$ cat config.mk
export PLATFORM = sky130hd
export DESIGN_NAME = coe_buf_ctrl
export DESIGN_NICKNAME = d
export VERILOG_FILES = /design/src/rtl/coe_buf_ctrl_pkg.sv /design/src/rtl/coe_buf_ctrl_ram.sv /design/src/rtl/coe_buf_ctrl.sv
export SDC_FILE = /design/constraint.sdc
export NUM_CORES = 2
export LEC_CHECK = 0
export ABC_CLOCK_PERIOD_IN_PS = 6100
export CORE_ASPECT_RATIO = 1.1
export CORE_MARGIN = 1.5
export CORE_UTILIZATION = 35
export DETAILED_ROUTE_END_ITERATION = 8
export PLACE_DENSITY = 0.54
export SLEW_MARGIN = 20
export SYNTH_ARGS = -nofsm -noshare
export SYNTH_HDL_FRONTEND = slang
export SYNTH_HIERARCHICAL = 1
export SYNTH_SLANG_ARGS = --single-unit
$ cat constraint.sdc
create_clock -name clk -period 6.1 [get_ports clk]
set_input_delay 1.22 -clock clk [delete_from_list [all_inputs] [get_ports clk]]
set_output_delay 1.22 -clock clk [all_outputs]
set_load 0.005 [all_outputs]
$ cat src/rtl/coe_buf_ctrl_pkg.sv
// Shared constants for the coefficient ping-pong buffer controller.
// PIXEL_WIDTH normally comes from enc_defines.v in the encoder build; the
// fallback below keeps this slice self-contained when that file is absent.
`ifndef PIXEL_WIDTH
`define PIXEL_WIDTH 8
`endif

package coe_buf_ctrl_pkg;

   localparam int PIX_W          = `PIXEL_WIDTH;
   localparam int HALF_W         = PIX_W * 4;
   localparam int ROW_W          = PIX_W * 8;
   localparam int N_BANKS        = 2;
   localparam int N_ROWS         = 32;
   localparam int ROW_AW         = 5;
   localparam int BEATS_PER_BANK = 2 * N_ROWS;

   localparam logic [1:0] ST_IDLE  = 2'd0;
   localparam logic [1:0] ST_RUN   = 2'd1;
   localparam logic [1:0] ST_DRAIN = 2'd2;

   typedef struct packed {
      logic             last;
      logic [ROW_W-1:0] dat;
   } fifo_ent_t;

   // Even beats land in the low half of a row, odd beats in the high half.
   function automatic logic [1:0] half_we(input logic odd);
      return odd ? 2'b10 : 2'b01;
   endfunction

endpackage

$ cat src/rtl/coe_buf_ctrl_ram.sv
// One coefficient bank: 32 rows, two-port, half-row write enables on port A,
// registered (1-cycle) read on port B. Contents are never reset.
module buf_ram_2p_64x32 #(
   parameter int DW = 64,
   parameter int AW = 5
) (
   input  logic          clk,
   input  logic [1:0]    wen_a,
   input  logic [AW-1:0] addr_a,
   input  logic [DW-1:0] din_a,
   input  logic          ren_b,
   input  logic [AW-1:0] addr_b,
   output logic [DW-1:0] dout_b
);

   localparam int HW = DW / 2;

   logic [DW-1:0] mem_q [2**AW];
   logic [DW-1:0] dout_q;

   // Port A: independent writes of the low and high half of a row.
   always_ff @(posedge clk) begin
      if (wen_a[0]) mem_q[addr_a][HW-1:0] <= din_a[HW-1:0];
      if (wen_a[1]) mem_q[addr_a][DW-1:HW] <= din_a[DW-1:HW];
   end

   // Port B: registered read, data valid the cycle after ren_b.
   always_ff @(posedge clk) begin
      if (ren_b) dout_q <= mem_q[addr_b];
   end

   assign dout_b = dout_q;

endmodule

$ cat src/rtl/coe_buf_ctrl.sv
// Ping-pong coefficient buffer: half-rows in, full rows out, two 32-row banks.
// Optional per-bank coded-block flag enabled by defining COE_BUF_CBF_EN;
// without it rd_cbf_o is tied high.
//
// state    | meaning
// ---------+----------------------------------------------------------
// ST_IDLE  | waiting for bank rsel to become full
// ST_RUN   | issuing row reads 0..31 of bank rsel, throttled by FIFO room
// ST_DRAIN | all rows issued; waiting for the last row to be accepted
module coe_buf_ctrl
   import coe_buf_ctrl_pkg::*;
(
   input  logic              clk,
   input  logic              rstn,
   input  logic              flush_i,
   input  logic              wr_val_i,
   input  logic [HALF_W-1:0] wr_dat_i,
   output logic              wr_rdy_o,
   output logic              rd_val_o,
   output logic [ROW_W-1:0]  rd_dat_o,
   output logic              rd_last_o,
   input  logic              rd_rdy_i,
   output logic              rd_cbf_o
);

   logic [N_BANKS-1:0] full_q, full_d;
   logic               wsel_q, wsel_d;
   logic               rsel_q, rsel_d;
   logic [5:0]         wcnt_q, wcnt_d;
   logic [1:0]         state_q, state_d;
   logic [ROW_AW-1:0]  rcnt_q, rcnt_d;
   logic               infl_q, infl_d;
   logic               infl_last_q, infl_last_d;
   fifo_ent_t          fifo_q [2];
   fifo_ent_t          fifo_d [2];
   logic               fifo_wp_q, fifo_wp_d;
   logic               fifo_rp_q, fifo_rp_d;
   logic [1:0]         fifo_cnt_q, fifo_cnt_d;

   logic                          wr_fire;
   logic                          bank_done;
   logic                          pop;
   logic                          rd_issue;
   logic                          drain_done;
   logic [2:0]                    occ;
   fifo_ent_t                     head;
   logic [N_BANKS-1:0][1:0]       ram_wen;
   logic [N_BANKS-1:0]            ram_ren;
   logic [ROW_W-1:0]              ram_q [N_BANKS];

   // Handshakes, FIFO head and read-issue throttle.
   always_comb begin
      wr_rdy_o   = !full_q[wsel_q];
      wr_fire    = wr_val_i && wr_rdy_o && rstn && !flush_i;
      bank_done  = wr_fire && (wcnt_q == 6'(BEATS_PER_BANK - 1));
      head       = fifo_q[fifo_rp_q];
      rd_val_o   = (fifo_cnt_q != 2'd0);
      rd_dat_o   = rd_val_o ? head.dat : '0;
      rd_last_o  = rd_val_o && head.last;
      pop        = rd_val_o && rd_rdy_i;
      // Occupancy after this edge counting the read already in the RAM pipe.
      occ        = {1'b0, fifo_cnt_q} - {2'b00, pop} + {2'b00, infl_q};
      rd_issue   = (state_q == ST_RUN) && (occ < 3'd2);
      drain_done = (state_q == ST_DRAIN) && pop && head.last;
   end

   // Per-bank RAM strobes: writes go to wsel, reads come from rsel.
   always_comb begin
      ram_wen = '0;
      ram_ren = '0;
      if (wr_fire) ram_wen[wsel_q] = half_we(wcnt_q[0]);
      ram_ren[rsel_q] = rd_issue;
   end

   for (genvar g = 0; g < N_BANKS; g++) begin : g_bank
      buf_ram_2p_64x32 #(
         .DW (ROW_W),
         .AW (ROW_AW)
      ) u_ram (
         .clk    (clk),
         .wen_a  (ram_wen[g]),
         .addr_a (wcnt_q[5:1]),
         .din_a  ({wr_dat_i, wr_dat_i}),
         .ren_b  (ram_ren[g]),
         .addr_b (rcnt_q),
         .dout_b (ram_q[g])
      );
   end

   // Next-state: write counter, bank pointers, full bits, read FSM and FIFO.
   always_comb begin
      full_d      = full_q;
      wsel_d      = wsel_q;
      rsel_d      = rsel_q;
      wcnt_d      = wcnt_q;
      state_d     = state_q;
      rcnt_d      = rcnt_q;
      infl_d      = rd_issue;
      infl_last_d = (rcnt_q == ROW_AW'(N_ROWS - 1));
      fifo_d      = fifo_q;
      fifo_wp_d   = fifo_wp_q;
      fifo_rp_d   = fifo_rp_q;
      fifo_cnt_d  = fifo_cnt_q + {1'b0, infl_q} - {1'b0, pop};

      if (wr_fire) begin
         // 6-bit counter wraps to 0 on its own after beat 63.
         wcnt_d = wcnt_q + 6'd1;
         if (bank_done) begin
            full_d[wsel_q] = 1'b1;
            wsel_d         = !wsel_q;
         end
      end

      case (state_q)
         ST_IDLE: begin
            if (full_q[rsel_q]) begin
               state_d = ST_RUN;
               rcnt_d  = '0;
            end
         end
         ST_RUN: begin
            if (rd_issue) begin
               rcnt_d = rcnt_q + 1'b1;
               if (rcnt_q == ROW_AW'(N_ROWS - 1)) state_d = ST_DRAIN;
            end
         end
         ST_DRAIN: begin
            // The writer never targets rsel while it is full, so this clear
            // cannot collide with a set of the same bit.
            if (drain_done) begin
               state_d        = ST_IDLE;
               full_d[rsel_q] = 1'b0;
               rsel_d         = !rsel_q;
            end
         end
         default: state_d = ST_IDLE;
      endcase

      if (infl_q) begin
         fifo_d[fifo_wp_q] = '{last: infl_last_q, dat: ram_q[rsel_q]};
         fifo_wp_d         = !fifo_wp_q;
      end
      if (pop) fifo_rp_d = !fifo_rp_q;

      if (flush_i) begin
         full_d      = '0;
         wsel_d      = 1'b0;
         rsel_d      = 1'b0;
         wcnt_d      = '0;
         state_d     = ST_IDLE;
         rcnt_d      = '0;
         infl_d      = 1'b0;
         infl_last_d = 1'b0;
         fifo_wp_d   = 1'b0;
         fifo_rp_d   = 1'b0;
         fifo_cnt_d  = '0;
      end
   end

   // Control state registers with synchronous active-low reset.
   always_ff @(posedge clk) begin
      if (!rstn) begin
         full_q      <= '0;
         wsel_q      <= 1'b0;
         rsel_q      <= 1'b0;
         wcnt_q      <= '0;
         state_q     <= ST_IDLE;
         rcnt_q      <= '0;
         infl_q      <= 1'b0;
         infl_last_q <= 1'b0;
         fifo_wp_q   <= 1'b0;
         fifo_rp_q   <= 1'b0;
         fifo_cnt_q  <= '0;
      end else begin
         full_q      <= full_d;
         wsel_q      <= wsel_d;
         rsel_q      <= rsel_d;
         wcnt_q      <= wcnt_d;
         state_q     <= state_d;
         rcnt_q      <= rcnt_d;
         infl_q      <= infl_d;
         infl_last_q <= infl_last_d;
         fifo_wp_q   <= fifo_wp_d;
         fifo_rp_q   <= fifo_rp_d;
         fifo_cnt_q  <= fifo_cnt_d;
      end
   end

   // FIFO payload needs no reset; outputs are masked by rd_val_o.
   always_ff @(posedge clk) begin
      fifo_q <= fifo_d;
   end

`ifdef COE_BUF_CBF_EN
   logic [N_BANKS-1:0] cbf_q, cbf_d;

   // Coded-block flag per bank: restart on beat 0, sticky on nonzero data.
   always_comb begin
      cbf_d = cbf_q;
      if (wr_fire) begin
         if (wcnt_q == 6'd0)     cbf_d[wsel_q] = |wr_dat_i;
         else if (|wr_dat_i)     cbf_d[wsel_q] = 1'b1;
      end
      if (flush_i) cbf_d = '0;
   end

   // Flag registers, cleared by reset.
   always_ff @(posedge clk) begin
      if (!rstn) cbf_q <= '0;
      else       cbf_q <= cbf_d;
   end

   // Bank rsel is full while being read, so its flag cannot move mid-stall.
   assign rd_cbf_o = rd_val_o && cbf_q[rsel_q];
`else
   assign rd_cbf_o = 1'b1;
`endif

endmodule
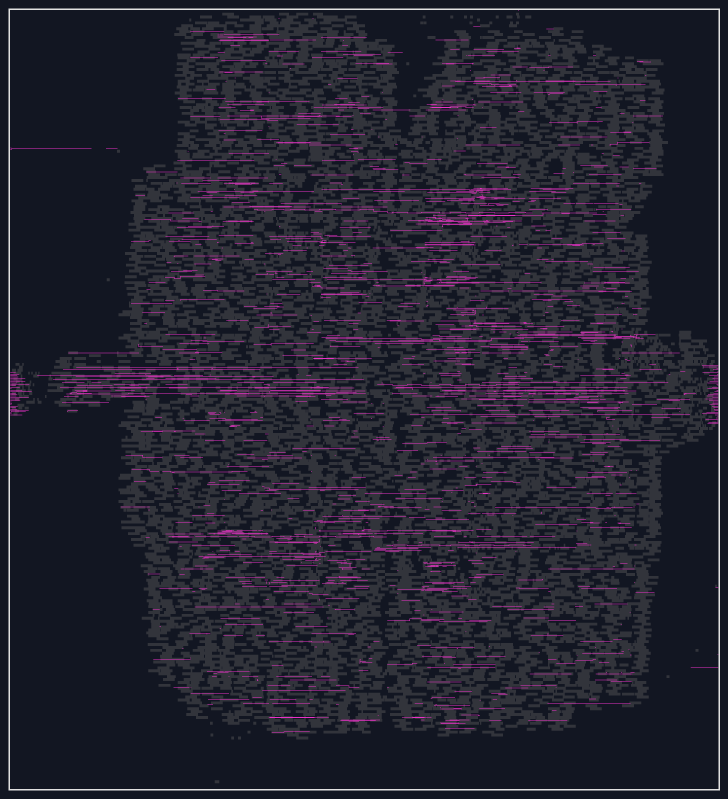
met3.png
Cells faint in the background.
- wire length on this layer: 27.3 mm
- longest straight run: 289 um
met3 usage: 2.73%
final WL: 439000 um
via count: 74400

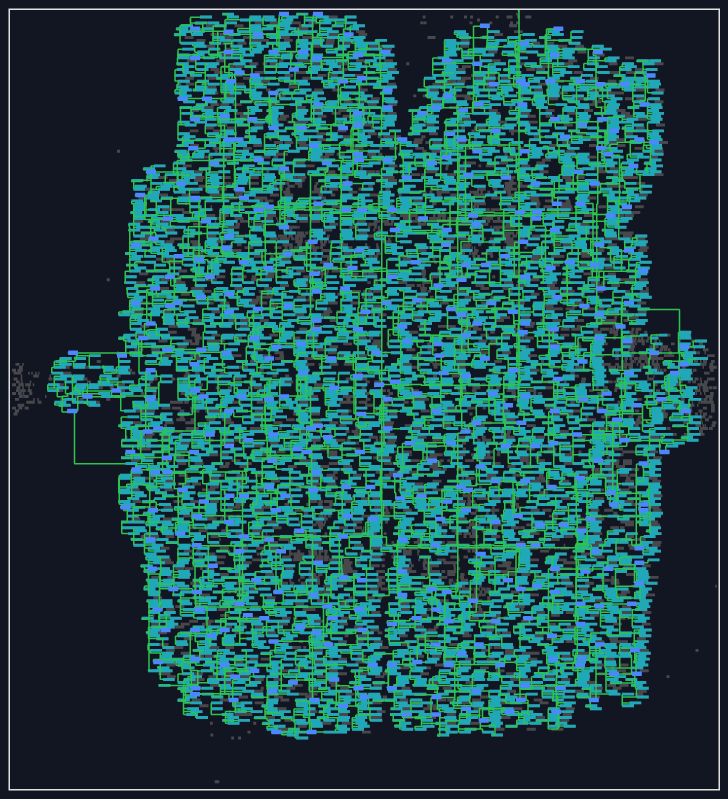
clock_map.png
- cyan: flip-flops (count 4377)
- blue: cells driving clock nets (count 433)
- green: clock wires (length 50.5 mm)
- routed clock nets: 434
clock-net power: 0.0264 W
clock share of power: 43.9%
clock skew: 0.0375 ns

==> run_results.csv <==
group,metric,value,unit
outcome,status,"finished, final reports clean",
clock_network,cts_buffer_depth,4,
final_timing,rsz0062_at_grt,"no",
place,dp_slack,0.801,ns
final_timing,setup_tns,0,ns
synth,async_reset_ff_share,0,%
hold_path,hold_depth,0,
power,power,0.0601,W
critical_path,max_stage_delay,0.78,ns
critical_path,worstPathArrival,3.51,ns
synth,synthesis.area_per_instance,24.5,um2
synth,synth_area,166000,um2
global_route,grt_pass1_vias,76700,
flow_run,cap_viol_max_count,0,
power,comb_power_share,1.1,%
final_timing,maxSlewViolCount,0,
final_timing,clock.fmax,0.212,GHz
synth,synth_top_cell_by_area,"edfxtp_1",
final_layout,synthToLayoutAreaGrowth,15.2,%
final_layout,finish.utilization,40.5,%
critical_path,r2r_start,"wsel_q",
clock_network,clkSinkCount,4377,
final_layout,comb_area,34400,um2
place,portBuffers,103,
final_timing,fin_crit_sh,77.5,%
hold_path,whs_endpoint,"fifo_q[129]",
final_timing,fin_ws,1.37,ns
die,core,473000,um2
final_timing,worst_pin_slew,1.18,ns
die,rows,265,
detailed_routing,first_iter_violations,8099,
critical_path,r2r_setup_slack,1.82,ns
clock_network,cts_buffers,433,
global_route,antenna_found_initial,29,
detailed_routing,vias_per_cell,5.35,
die,io_pins,105,
synth,most_common_cell,"edfxtp_1",
clock_network,cts_resized,0,
final_timing,slew-limit-headroom,19.3,%
power,power.density,314,nW/um2
clock_network,hold_buffers,0,
die,die_area,479000,um2
detailed_routing,wl_per_cell,31.5,um
synth,ys.flops,4377,
hold_path,worstHoldStart,"infl_last_q",
global_route,grt_max_degree,129,
clock_network,cts_tree,"built",
final_timing,hold_violations,0,
clock_network,cts_htree_levels,5,
flow_run,warnings,34,
power,switching_share,19.7,%
power,internal_power,0.0483,W
synth,top_cell_area_share,78.6,%
critical_path,startpoint_type,"flop",
critical_path,cp_top_family,"buffers and inverters",
global_route,track_usage,18.0,%
final_timing,setup_viol,0,
synth,synth-edff-count,4354,
critical_path,path_cells,"buf_4 > mux2i_1 > nor2_1 > clkdlybuf4s50_1",
synth,synth.area.top_cells,"edfxtp_1, mux4_2, mux2_2",
synth,synth_chip_area,166000,um2
critical_path,worstSetupEndpointType,"output port",
critical_path,r2r-end,"g_bank[1].u_ram/mem_q[23][33]",
global_route,overflow,0,
power,power.switching,0.0118,W
power,seqPwrFrac,55.0,%
clock_network,clk_pin_slew,0.06,ns
==> registers in the layout (all words and copies together), names as in the netlist <==
register and flops:
fifo_cnt_q 2, fifo_q 130, fifo_rp_q 1, fifo_wp_q 1, full_q 2, g_bank.u_ram/dout_b 128, g_bank.u_ram/mem_q 4096, infl_last_q 1
infl_q 1, rcnt_q 5, rsel_q 1, state_q 2, wcnt_q 6, wsel_q 1
==> metrics by stage <==
| step | cells | hold slack, ns |
|---|---|---|
| detailed placement | 13100 | 0.419 |
| global route | 13900 | 0.452 |
| floorplan | 6793 | 0.404 |
| global placement | 13100 | 0.416 |
| CTS | 13900 | 0.434 |
| finish | 13900 | 0.436 |
==> kinds of logic (layout without fill, tap and decap cells) <==
logic type	after synthesis	count (layout)	synth area share [%]
compound gates	142	142	0.599
mux	1547	1547	18.5
flops	4377	4377	78.9
fa+ha+maj	6	6	0.0497
simple gates	338	338	0.914
other cells	1	12	0.00225
xor+xnor	4	4	0.0211
buf+inv	378	1210	1.03
==> cell type report <==
type / instances / share of cell area [%]
inverter: 12 / 0.0242
clock inverter: 242 / 1.29
tap: 6274 / 4.10
antenna: 11 / 0.0144
sequential: 4377 / 68.5
timing repair buffer: 424 / 2.21
multi-input combinational: 2038 / 18.0
clock buffer: 532 / 5.94
==> placed cells by master (no fill, tap or decap), types with 10 or more instances in the layout <==
cell type,Yosys,routed
a221oi_1,24,24
a22oi_1,10,10
buf_12,0,58
buf_4,15,287
bufinv_16,0,48
clkbuf_1,166,91
clkbuf_16,0,441
clkdlybuf4s50_1,0,71
clkinv_1,0,90
clkinv_2,0,73
clkinvlp_4,0,14
dfxtp_1,23,14
diode_2,0,11
edfxtp_1,4354,4354
inv_1,12,10
mux2_2,213,213
mux2i_1,133,132
mux4_2,1200,1200
nand2_1,55,55
nand3b_1,14,14
nor2_1,206,75
nor2_4,0,131
o211ai_1,11,11
o21a_1,14,14
o21ai_0,17,17
o22ai_1,44,44
==> per-layer routing <==
layer | global-route usage, % | vias up | wire length (um)
met5 | 0 | - | 55
met4 | 5.63 | 8 | 15100
met3 | 2.73 | 557 | 27300
met2 | 30.1 | 2495 | 217000
met1 | 24.4 | 41100 | 179000
li1 | - | 30300 | -
==> worst max path at each step <==
| stage | from | endpoint | slack, ns | cells after the start |
|---|---|---|---|---|
| final | fifo_rp_q | rd_last_o | 1.37 | 4 |
| after global routing | fifo_rp_q | rd_last_o | 1.19 | 4 |
| after CTS | fifo_rp_q | rd_last_o | 1.26 | 4 |
| after detailed placement | flush_i | g_bank[0].u_ram/mem_q[5][14] | 0.80 | 7 |
| after global placement | flush_i | g_bank[0].u_ram/mem_q[1][30] | 0.77 | 7 |
| after floorplan | rd_rdy_i | g_bank[0].u_ram/dout_b[0] | -0.26 | 10 |
==> power by group through the flow <==
stage,sequential [W],clock (W),combinational (W)
after CTS,0.0330,0.0269,0.000689
after global placement,0.0337,0,0.000656
after detailed placement,0.0337,0,0.000691
after global routing,0.0330,0.0280,0.000715
final,0.0330,0.0264,0.000676
after floorplan,0.0337,0,0.0000257
Power is estimated from default activity; no workload was simulated.
